## config.mk

```make
export PLATFORM = sky130hd
export DESIGN_NAME = d_latch_loader
export DESIGN_NICKNAME = d
export VERILOG_FILES = /design/src/rtl/d_latch_loader.sv
export SDC_FILE = /design/constraint.sdc
export NUM_CORES = 1
export LEC_CHECK = 0
export ABC_CLOCK_PERIOD_IN_PS = 2200
export CAP_MARGIN = 20
export CORE_ASPECT_RATIO = 2
export CORE_MARGIN = 3
export CORE_UTILIZATION = 47
export CTS_CLUSTER_SIZE = 25
export DETAILED_ROUTE_END_ITERATION = 7
export GPL_TIMING_DRIVEN = 0
export HOLD_SLACK_MARGIN = 0.1
export MAX_ROUTING_LAYER = met4
export PLACE_DENSITY = 0.68
export SLEW_MARGIN = 20
export SYNTH_ARGS = -nofsm -noshare
export SYNTH_HDL_FRONTEND = slang
export SYNTH_SLANG_ARGS = --single-unit
export TNS_END_PERCENT = 100
```

## constraint.sdc

```tcl
create_clock -name clk_in -period 2.2 [get_ports clk_in]
set_clock_uncertainty 0.05 [all_clocks]
set_input_delay 0.44 -clock clk_in [delete_from_list [all_inputs] [get_ports clk_in]]
set_output_delay 0.44 -clock clk_in [all_outputs]
set_load 0.1 [all_outputs]
```

## src/rtl/d_latch_loader.sv

```systemverilog
// Serial-to-parallel loader for a level-sensitive latch bank: one idle cycle of data
// setup before the enable pulse. Optional macro D_LATCH_LOADER_PARITY_EN adds an even-parity bit and perr_out.
module d_latch_loader #(
    parameter int WIDTH     = 8,
    parameter int EN_CYCLES = 2
) (
    input  logic             clk_in,
    input  logic             rst_n_in,
    input  logic             sdata_in,
    input  logic             svalid_in,
    output logic             sready_out,
    output logic [WIDTH-1:0] d_out,
    output logic             en_out,
    output logic             done_out
`ifdef D_LATCH_LOADER_PARITY_EN
    ,
    output logic             perr_out
`endif
);
    localparam int CW = $clog2(WIDTH) + 1;
    localparam logic [3:0] EN_LAST = 4'(EN_CYCLES - 1);
`ifdef D_LATCH_LOADER_PARITY_EN
    localparam logic [CW-1:0] PAR_IDX = CW'(WIDTH);
`else
    localparam logic [CW-1:0] LAST_DATA = CW'(WIDTH - 1);
`endif

    typedef enum logic [2:0] {IDLE, SHIFT, SETUP, LOAD, DONE} state_t;

    state_t           r_state, w_state_next;
    logic [CW-1:0]    r_bit_cnt, w_bit_cnt_next;
    logic [WIDTH-1:0] r_shift, w_shift_next, w_shift_ins, w_sel;
    logic [WIDTH-1:0] r_d, w_d_next;
    logic [3:0]       r_en_cnt, w_en_cnt_next;
    logic             r_rdy, r_en, r_done, w_accept;
`ifdef D_LATCH_LOADER_PARITY_EN
    logic             r_perr, w_perr_next;
`endif

    // One-hot select of the shift-register slot addressed by the bit counter
    genvar gi;
    generate
        for (gi = 0; gi < WIDTH; gi++) begin : g_sel
            assign w_sel[gi] = (r_bit_cnt == CW'(gi));
        end
    endgenerate

    assign w_shift_ins = (r_shift & ~w_sel) | (w_sel & {WIDTH{sdata_in}});
    assign sready_out  = r_rdy && (r_state == IDLE || r_state == SHIFT);
    assign w_accept    = sready_out && svalid_in;

    always_comb begin
        w_state_next   = r_state;
        w_bit_cnt_next = r_bit_cnt;
        w_shift_next   = r_shift;
        w_d_next       = r_d;
        w_en_cnt_next  = r_en_cnt;
`ifdef D_LATCH_LOADER_PARITY_EN
        w_perr_next    = r_perr;
`endif
        unique case (r_state)
            IDLE: begin
                if (w_accept) begin
                    w_shift_next   = {{(WIDTH-1){1'b0}}, sdata_in};
                    w_bit_cnt_next = CW'(1);
                    w_state_next   = SHIFT;
                end
            end
            SHIFT: begin
                if (w_accept) begin
`ifdef D_LATCH_LOADER_PARITY_EN
                    if (r_bit_cnt == PAR_IDX) begin
                        w_bit_cnt_next = '0;
                        if ((^r_shift) == sdata_in) begin
                            w_d_next     = r_shift;
                            w_state_next = SETUP;
                        end else begin
                            w_perr_next  = 1'b1;
                            w_state_next = DONE;
                        end
                    end else begin
                        w_shift_next   = w_shift_ins;
                        w_bit_cnt_next = r_bit_cnt + 1'b1;
                    end
`else
                    w_shift_next = w_shift_ins;
                    if (r_bit_cnt == LAST_DATA) begin
                        w_bit_cnt_next = '0;
                        w_d_next       = w_shift_ins;
                        w_state_next   = SETUP;
                    end else begin
                        w_bit_cnt_next = r_bit_cnt + 1'b1;
                    end
`endif
                end
            end
            SETUP: begin
                w_en_cnt_next = '0;
                w_state_next  = LOAD;
            end
            LOAD: begin
                if (r_en_cnt == EN_LAST) begin
                    w_en_cnt_next = '0;
                    w_state_next  = DONE;
                end else begin
                    w_en_cnt_next = r_en_cnt + 1'b1;
                end
            end
            DONE: begin
                w_shift_next   = '0;
                w_bit_cnt_next = '0;
`ifdef D_LATCH_LOADER_PARITY_EN
                w_perr_next    = 1'b0;
`endif
                w_state_next   = IDLE;
            end
            default: w_state_next = IDLE;
        endcase
    end

    // Strobes are registered from the next state so the latch enable never glitches
    always_ff @(posedge clk_in or negedge rst_n_in) begin
        if (!rst_n_in) begin
            r_state   <= IDLE;
            r_bit_cnt <= '0;
            r_shift   <= '0;
            r_d       <= '0;
            r_en_cnt  <= '0;
            r_rdy     <= 1'b0;
            r_en      <= 1'b0;
            r_done    <= 1'b0;
        end else begin
            r_state   <= w_state_next;
            r_bit_cnt <= w_bit_cnt_next;
            r_shift   <= w_shift_next;
            r_d       <= w_d_next;
            r_en_cnt  <= w_en_cnt_next;
            r_rdy     <= 1'b1;
            r_en      <= (w_state_next == LOAD);
`ifdef D_LATCH_LOADER_PARITY_EN
            r_done    <= (w_state_next == DONE) && !w_perr_next;
`else
            r_done    <= (w_state_next == DONE);
`endif
        end
    end

`ifdef D_LATCH_LOADER_PARITY_EN
    always_ff @(posedge clk_in or negedge rst_n_in) begin
        if (!rst_n_in) begin
            r_perr <= 1'b0;
        end else begin
            r_perr <= w_perr_next;
        end
    end

    assign perr_out = r_perr;
`endif

    assign d_out    = r_d;
    assign en_out   = r_en;
    assign done_out = r_done;

endmodule

```

==> out/qor.csv, run 1 <==
stage;metric;value;unit
die;die_width;44.58;um
worst_setup_path;max_stage_delay;0.59;ns
global_routing;grt_pass1_vias;1105;
worst_setup_path;setup.worst_path.start_class;register;
synth;ys_cells;137;
global_routing;grt.met3_usage;0.04989;
worst_setup_path;cp_data_required_time;1.71;ns
placed_design;place.port_buffers;13;
route;met1_length;1.060;mm
global_routing;grt_start_max_net_pins;30;
worst_setup_path;path_cells;buf_6, nor3b_4, clkdlybuf4s15_2;
route;wire_per_inst;15.18;um
sta;slew_headroom;0.3607;
worst_setup_path;endpoint_kind;output pin;
sta;report.final.slew_viol_count;0;
cts;path_clk_slew;0.06;ns
worst_setup_path;crit_start;r_state[1]$_DFF_PN0_;
worst_setup_path;path_buffers;2;
flow_run;warning_count;30;
sta;final-setup-viol-count;0;
sta;fin_crit_sh;0.9540;
route;drtAntennaViolNets;0;
die;dieHeight;83.15;um
global_routing;grt-ovfl-total;0;
global_routing;antenna_found_initial;0;
cells_and_area;area_growth;17.44;%
cts;cts-buffers-inserted;5;
run_status;status;completed;
route;detail_route.vias_per_cell;5.674;
sta;max_slew.worst_pin.slew;0.9627;ns
synth;top_area_cell;dfrtp_1;
die;initCoreUtil;0.4989;
synth;yosysTopAreaCellShare;0.5188;
placed_design;gp_congestion;0.8196;
route;wl_met2;1.616;mm
synth;common_cells;dfrtp_1 (29), nand2_1 (20), o21ai_0 (18);
synth;ys.warnings.count;0;
==> run 1: power breakdown <==
| part | total, uW | internal, uW | switching, uW |
|---|---|---|---|
| registers | 824 | 704 | 119 |
| clock network | 415 | 218 | 196 |
| logic | 1160 | 330 | 830 |
| total | 2400 | 1250 | 1150 |
==> run 1: worst reg2reg max path, cell delays in order (launching register included) <==
cell,delay [ns]
dfrtp_1,0.43
inv_1,0.14
ha_1,0.18
nor3b_1,0.22
mux2_2,0.40
mux2_2,0.27
==> run 1: cell families (layout without fill, tap and decap cells) <==
family / count (synthesis) / after routing / synth area share
AND/OR/NAND/NOR: 51 / 51 / 0.1977
buffers and inverters: 9 / 30 / 0.03130
flip-flops: 29 / 29 / 0.5188
other: 1 / 1 / 0.002681
AND-OR/OR-AND: 32 / 32 / 0.1288
multiplexers: 9 / 9 / 0.06708
adder cells (fa/ha/maj): 6 / 6 / 0.05367
==> run 1: through the flow <==
| stage | total power [uW] | utilization | instances | hold WS, ns |
|---|---|---|---|---|
| after floorplan | 1741 | - | 137 | 0.09441 |
| after global placement | 2011 | 0.5622 | 179 | 0.4124 |
| after detailed placement | 2040 | 0.5605 | 179 | 0.4192 |
| after CTS | 2421 | 0.5859 | 187 | 0.1409 |
| after global routing | 2563 | 0.5859 | 187 | 0.1601 |
| final | 2399 | 0.5859 | 187 | 0.1201 |
==> run 1: layout make-up <==
type,count,area [sq um]
multi-input cells,99,640.6
plain buffers,5,28.78
clock inverters,2,10.01
clock buffers,6,72.57
repair buffers,13,113.9
well taps,29,36.28
inverters,4,15.01
flip-flops and latches,29,725.7
fillers,270,1161
==> run 1: sequential cells by signal (all words and copies together) (netlist names) <==
name and count:
d_out 8, r_shift 7, r_bit_cnt 4, r_en_cnt 4
r_state 3, done_out 1, en_out 1, r_rdy 1
Figure 1. Cells coloured by class (run 1).
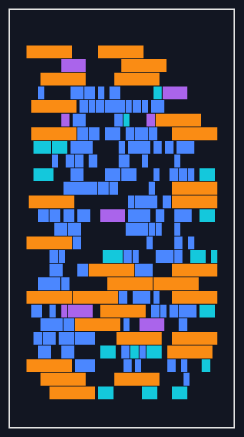
Orange is flip-flops, cells 29. Blue is all other logic, cells 103. Purple is clock drivers and dummy loads, cells 8. Cyan is other buffers and delay cells, cells 18.
fin util: 0.5859
fin area: 1643 sq um
row cnt: 27
Seq area share: 0.4417
Core Footprint: 2804 sq um

Figure 2. Clock distribution (run 1).
Scale bar: 10 um.
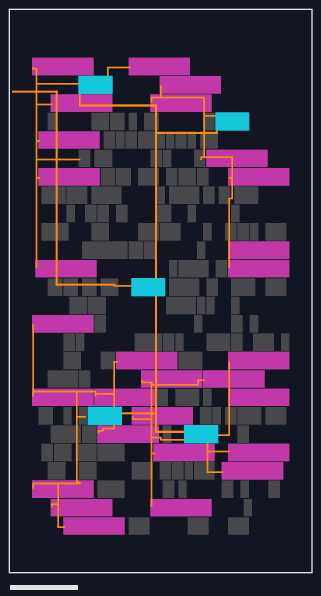
Magenta is flip-flops, count 29. Orange is clock wires, length 378 um. Cyan is cells driving clock nets, count 5.
Position of the flops: widely spread. There are 6 routed clock nets.
power share of the clock group: 0.173
clk ins delay skew pair: 0.28 ns

Figure 3. Sequential cells grouped by signal name (run 1).
Other sequential cells in the stronger grey, the rest of the logic in the fainter grey.
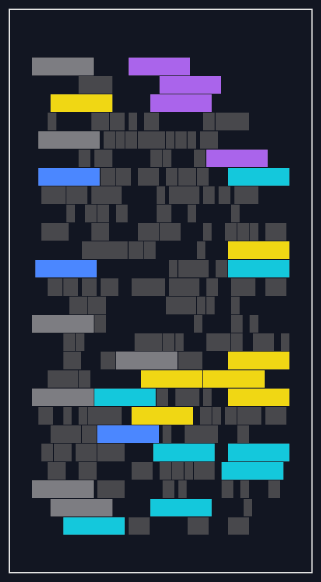
Cyan is d_out, sequential cells 8. Blue is r_state, sequential cells 3. Yellow is r_shift, sequential cells 7. Purple is r_bit_cnt, sequential cells 4, where top middle.

## Run 2: what changed since run 1
- CORE_MARGIN: 3 -> 1
- CTS_BUF_LIST: unset -> sky130_fd_sc_hd__clkbuf_4
Figure 4. Clock distribution (run 2).
Scale bar: 10 um.
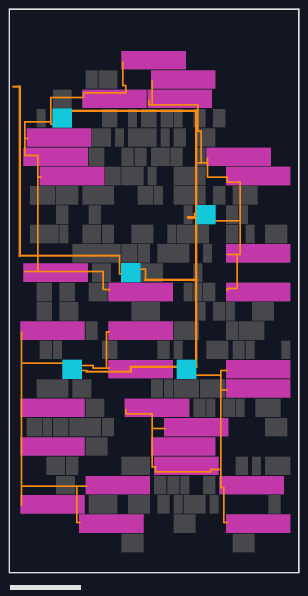
Orange is clock wires, length 359 um. Magenta is flip-flops, count 29. Cyan is cells driving clock nets, count 5.
There are 6 routed clock nets. Position of the flops: widely spread.
clk ins delay skew pair: 0.33 ns
Clk. pwr: 299 uW

==> run 2 against run 1 <==
  * Maximum frequency shrank 1.3%
  * First-iteration DRC count increased by 44%
  * Synthesized cell count unchanged
  * Design area fell by 1.4%
  * Worst hold slack improved by 0.30 ns
  * Critical path type unchanged
  * Largest cell class unchanged
  * Largest power group unchanged
==> out/qor.csv, run 2 <==
stage;metric;value;unit;change
run_status;status;completed;;
sta;report.final.slew_viol_count;0;;unchanged
placed_design;dp.cells;179;;unchanged
sta;fin_hold_ws;0.4248;ns;+0.3047 ns
placed_design;place.port_buffers;13;;unchanged
worst_setup_path;max_stage_delay;0.58;ns;about the same
sta;slew_headroom;0.3629;;+0.002154
worst_setup_path;endpoint_kind;output pin;;
worst_setup_path;cp_data_required_time;1.71;ns;about the same
power;power_frac_seq;0.360;;+0.017
cells_and_area;fillers;266;;-1.5%
die;initCoreUtil;0.4989;;unchanged
cells_and_area;logic_area;640.6;sq um;unchanged
sta;fin_crit_sh;0.9667;;+0.01271
worst_setup_path;path_class;register to output pin;;
worst_setup_path;path_cells;buf_6, nor3b_4, clkdlybuf4s15_2;;
global_routing;antenna_found_initial;0;;unchanged
die;die_width;40.58;um;-9.0%
power;p_clk_frac;0.132;;-0.041
power;p_sw;1104;uW;-3.7%
cells_and_area;finalInstanceArea;1619;sq um;-1.4%
cells_and_area;final_util;0.5774;;-0.008478
synth;ys.warnings.count;0;;unchanged
route;wire_per_inst;14.42;um;-5.0%
cells_and_area;largest_reg_flops;8;;unchanged
flow_run;warning_count;30;;unchanged
die;dieHeight;79.15;um;-4.8%
global_routing;grt_pass1_vias;964;;-13%
power;p_int;1162;uW;-7.3%
route;detail_route.vias_per_cell;5.524;;-2.6%
placed_design;gp_congestion;0.8353;;+1.9%
power;power_frac_comb;0.508;;+0.024
synth;common_cells;dfrtp_1 (29), nand2_1 (20), o21ai_0 (18);;
die;row_count;27;;unchanged
synth;top_area_cell;dfrtp_1;;
power;swShare;0.4872;;+0.009607
cells_and_area;stdcell_count;187;;unchanged
global_routing;grt-ovfl-total;0;;unchanged
die;chipArea;3212;sq um;
synth;ys_cells;137;;unchanged
global_routing;grt_start_max_net_pins;30;;unchanged
sta;final-setup-viol-count;0;;unchanged
sta;max_slew.worst_pin.slew;0.9595;ns;-0.003245 ns
worst_setup_path;setup.worst_path.start_class;register;;
die;core;2804;sq um;unchanged
synth;yosysTopAreaCellShare;0.5188;;unchanged
cells_and_area;seqCellArea;725.7;sq um;unchanged
worst_setup_path;worstRegToRegCells;5;;
power;p_leak;0.0008193;uW;
cells_and_area;area_growth;15.74;%;
[run 2: cell counts after synthesis]
Identical to the previous run, type by type.
[run 2: worst max-delay path: cells and delay by family (launching register included)]
family / cells / cell delay, ns
simple gates: 1 / 0.20
flops: 1 / 0.38
buf+inv: 2 / 0.72
[run 2: kinds of logic after synthesis]
logic type               after synthesis  synth area share
AND/OR/NAND/NOR                       51            0.1977
multiplexers                           9           0.06708
buffers and inverters                  9           0.03130
other                                  1          0.002681
adder cells (fa/ha/maj)                6           0.05367
flip-flops                            29            0.5188
AND-OR/OR-AND                         32            0.1288
[run 2: area by class of cell]
| cell class | instances | area share |
|---|---|---|
| plain buffers | 5 | 0.01777 |
| clock buffers | 6 | 0.02782 |
| clock inverters | 1 | 0.002318 |
| inverters | 4 | 0.009274 |
| multi-input cells | 99 | 0.3957 |
| flip-flops and latches | 29 | 0.4482 |
| well taps | 29 | 0.02241 |
| repair buffers | 14 | 0.07651 |
[run 2: per-stage QoR]
| stage | total power [uW] | setup TNS [ns] | worst slack, ns |
|---|---|---|---|
| global placement | 2009 | -0.1504 | -0.1504 |
| finish | 2265 | 0 | 0.07325 |
| floorplan | 1741 | 0 | 0.2978 |
| CTS | 2290 | 0 | 0.06359 |
| detailed placement | 2028 | -0.1394 | -0.1394 |
| global route | 2438 | 0 | 0.004583 |
[run 2: power groups by stage]
stage | Combinational [uW] | Clock (uW) | Sequential (uW)
finish | 1150 | 299 | 815
global route | 1260 | 338 | 837
CTS | 1160 | 308 | 818
detailed placement | 1200 | 0 | 831
global placement | 1190 | 0 | 824
floorplan | 565 | 0 | 1180
[run 2: metal layers]
layer  part of all wire  track usage  vias to the layer above
li1                   -            -                      519
met1               0.40       0.2104                      489
met2               0.54       0.3429                       19
met3              0.036      0.06704                        6
met4              0.022      0.08000                        0
met5                  0            -                        -
## Run 3: what changed since run 2
- CTS_CLUSTER_DIAMETER: unset -> 80
Figure 5. Clock distribution (run 3).
Scale bar: 10 um.
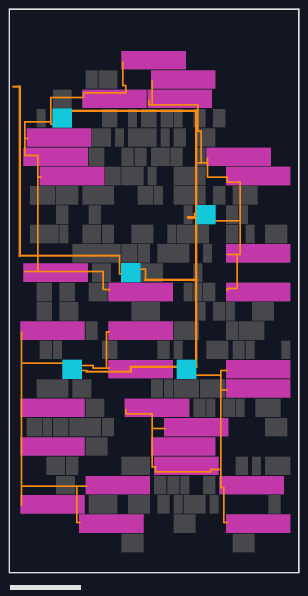
Magenta is flip-flops, count 29. Cyan is cells driving clock nets, count 5. Orange is clock wires, length 359 um.
Position of the flops: widely spread. There are 6 routed clock nets.

==> run 3 against run 2 <==
  * Via count unchanged
  * Worst hold slack unchanged
  * Core utilization unchanged
  * Maximum frequency unchanged
  * Die area unchanged
  * Clock power about the same
  * Synthesized cell count unchanged
==> out/qor.csv, run 3 <==
stage;metric;value;unit;change
run_status;status;completed;;
power;p_int;1162;uW;unchanged
global_routing;antenna_found_initial;0;;unchanged
sta;report.final.slew_viol_count;0;;unchanged
die;core;2804;sq um;unchanged
cells_and_area;buffers;19;;unchanged
cells_and_area;seqCellArea;725.7;sq um;unchanged
synth;ys_cells;137;;unchanged
global_routing;grtUsageMet2;0.3429;;unchanged
die;chipArea;3212;sq um;unchanged
power;swShare;0.4872;;unchanged
global_routing;grt-busiest-layer;met2;;
sta;max_slew.worst_pin.slew;0.9595;ns;unchanged
route;wire_per_inst;14.42;um;unchanged
cells_and_area;logic_area;640.6;sq um;unchanged
global_routing;grt.met3_usage;0.06704;;unchanged
global_routing;grt_pass1_vias;964;;unchanged
cells_and_area;finalInstanceArea;1619;sq um;unchanged
global_routing;gr-usage-met1;0.2104;;unchanged
power;p_leak;0.0008193;uW;unchanged
cts;root_buffer;clkbuf_4;;
worst_setup_path;endpoint_kind;output pin;;
die;die_width;40.58;um;unchanged
cells_and_area;largest_class;sequential cells;;
sta;fin_crit_sh;0.9667;;unchanged
synth;common_cells;dfrtp_1 (29), nand2_1 (20), o21ai_0 (18);;
power;power_frac_comb;0.508;;about the same
cells_and_area;n_clock_buffer;6;;unchanged
synth;xor_area_frac;0;;unchanged
synth;top_area_cell;dfrtp_1;;
power;power_frac_seq;0.360;;about the same
synth;synth.cellmix.adderShare;0.05367;;unchanged
cells_and_area;logic_gate_count;99;;unchanged
cts;worstSkewPairLatency;0.33;ns;about the same
synth;ys_seq_share;0.5188;;
sta;slew_headroom;0.3629;;unchanged
worst_setup_path;setup.worst_path.start_class;register;;
cells_and_area;largest_reg_flops;8;;unchanged
route;met1_length;1.075;mm;unchanged
cells_and_area;fillers;266;;unchanged
cells_and_area;area_growth;15.74;%;unchanged
cells_and_area;inv_count;4;;unchanged
synth;synth_area;1399;sq um;
sta;fin_hold_ws;0.4248;ns;unchanged
sta;final-setup-viol-count;0;;unchanged
worst_setup_path;worstRegToRegCells;5;;unchanged
cells_and_area;seq_share;0.4482;;unchanged
global_routing;grt-ovfl-total;0;;unchanged
die;initCoreUtil;0.4989;;unchanged
power;p_clk_frac;0.132;;about the same
placed_design;gp_congestion;0.8353;;unchanged
global_routing;grt_start_max_net_pins;30;;unchanged
worst_setup_path;path_class;register to output pin;;
route;wl_met2;1.464;mm;unchanged
synth;mux_share;0.06708;;unchanged
die;row_count;27;;unchanged
worst_setup_path;cp_data_required_time;1.71;ns;about the same
route;dr_wl_met3;97;um;unchanged
placed_design;place.port_buffers;13;;unchanged
sta;setup_tns;0;ns;unchanged
power;p_sw;1104;uW;unchanged
synth;simple_gate_share;0.1977;;unchanged
cells_and_area;sh_comb_area;0.3957;;unchanged
die;taps;29;;unchanged
synth;ys.warnings.count;0;;unchanged
synth;netlist_logic_family_top;simple AND/OR/NAND/NOR gates;;
cells_and_area;final_util;0.5774;;unchanged
route;top_layer_used;met4;;
route;detail_route.vias_per_cell;5.524;;unchanged
==> run 3: cell counts in the layout (fill, tap and decap cells not counted) <==
No cell type changed its count.
==> run 3: power groups by stage <==
| stage | Combinational (uW) | Clock [uW] | Sequential (uW) |
|---|---|---|---|
| 2_1_floorplan | 565 | 0 | 1180 |
| 3_3_place_gp | 1190 | 0 | 824 |
| 3_5_place_dp | 1200 | 0 | 831 |
| 4_1_cts | 1160 | 308 | 818 |
| 5_1_grt | 1260 | 338 | 837 |
| 6_report | 1150 | 299 | 815 |
==> run 3: worst max-delay path: stages (launching register included) <==
cell,delay (ns)
dfrtp_1,0.38
buf_6,0.14
nor3b_4,0.20
clkdlybuf4s15_2,0.58
==> run 3: timing repair <==
action | CTS | global route
hold buffers | 1 | 0
resized | 13 | 0
endpoints found under the hold margin | 23 | 0
endpoints found under the setup margin | 11 | 0
==> run 3: per-stage QoR <==
stage	std cells	power, uW	setup slack (ns)
2_1_floorplan	137	1741	0.2978
6_report	187	2265	0.07325
5_1_grt	187	2438	0.004583
3_3_place_gp	179	2009	-0.1504
4_1_cts	187	2290	0.06359
3_5_place_dp	179	2028	-0.1394
==> run 3: worst min-delay path by stage <==
stage                                 from                endpoint  slack (ns)  cells past startpoint
finish                d_out[4]$_DFFE_PN0P_    d_out[4]$_DFFE_PN0P_        0.42                      2
CTS                   d_out[4]$_DFFE_PN0P_    d_out[4]$_DFFE_PN0P_        0.43                      2
global route        r_shift[6]$_DFFE_PN0P_  r_shift[6]$_DFFE_PN0P_        0.46                      2
detailed placement    d_out[4]$_DFFE_PN0P_    d_out[4]$_DFFE_PN0P_        0.42                      2
floorplan                         rst_n_in    d_out[0]$_DFFE_PN0P_        0.09                      0
global placement      d_out[5]$_DFFE_PN0P_    d_out[5]$_DFFE_PN0P_        0.41                      2

==> layout pictures side by side <==
Wiring heat map.
image #1
The die is cut into 8 by 16 equal tiles; dark blue is low, red is high, scaled to the fullest tile. Values are wire area over tile area, all layers added.
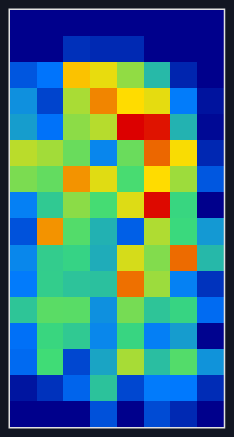
image #2
The die is cut into 9 by 17 equal tiles; dark blue is low, red is high, scaled to the fullest tile. Values are wire area over tile area, all layers added.
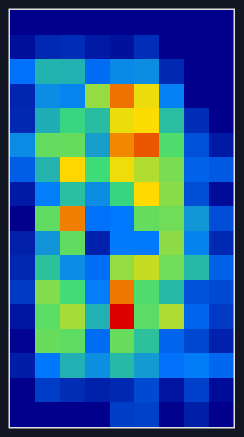
| picture | from |
|---|---|
| image #2 | run 1 |
| image #1 | run 3 |

Key to image #2:
The mean over all tiles is 0.12. 17% of the tiles are nearly empty. The emptiest ninth of the die: top right.

Power and IR drop assume default switching activity.
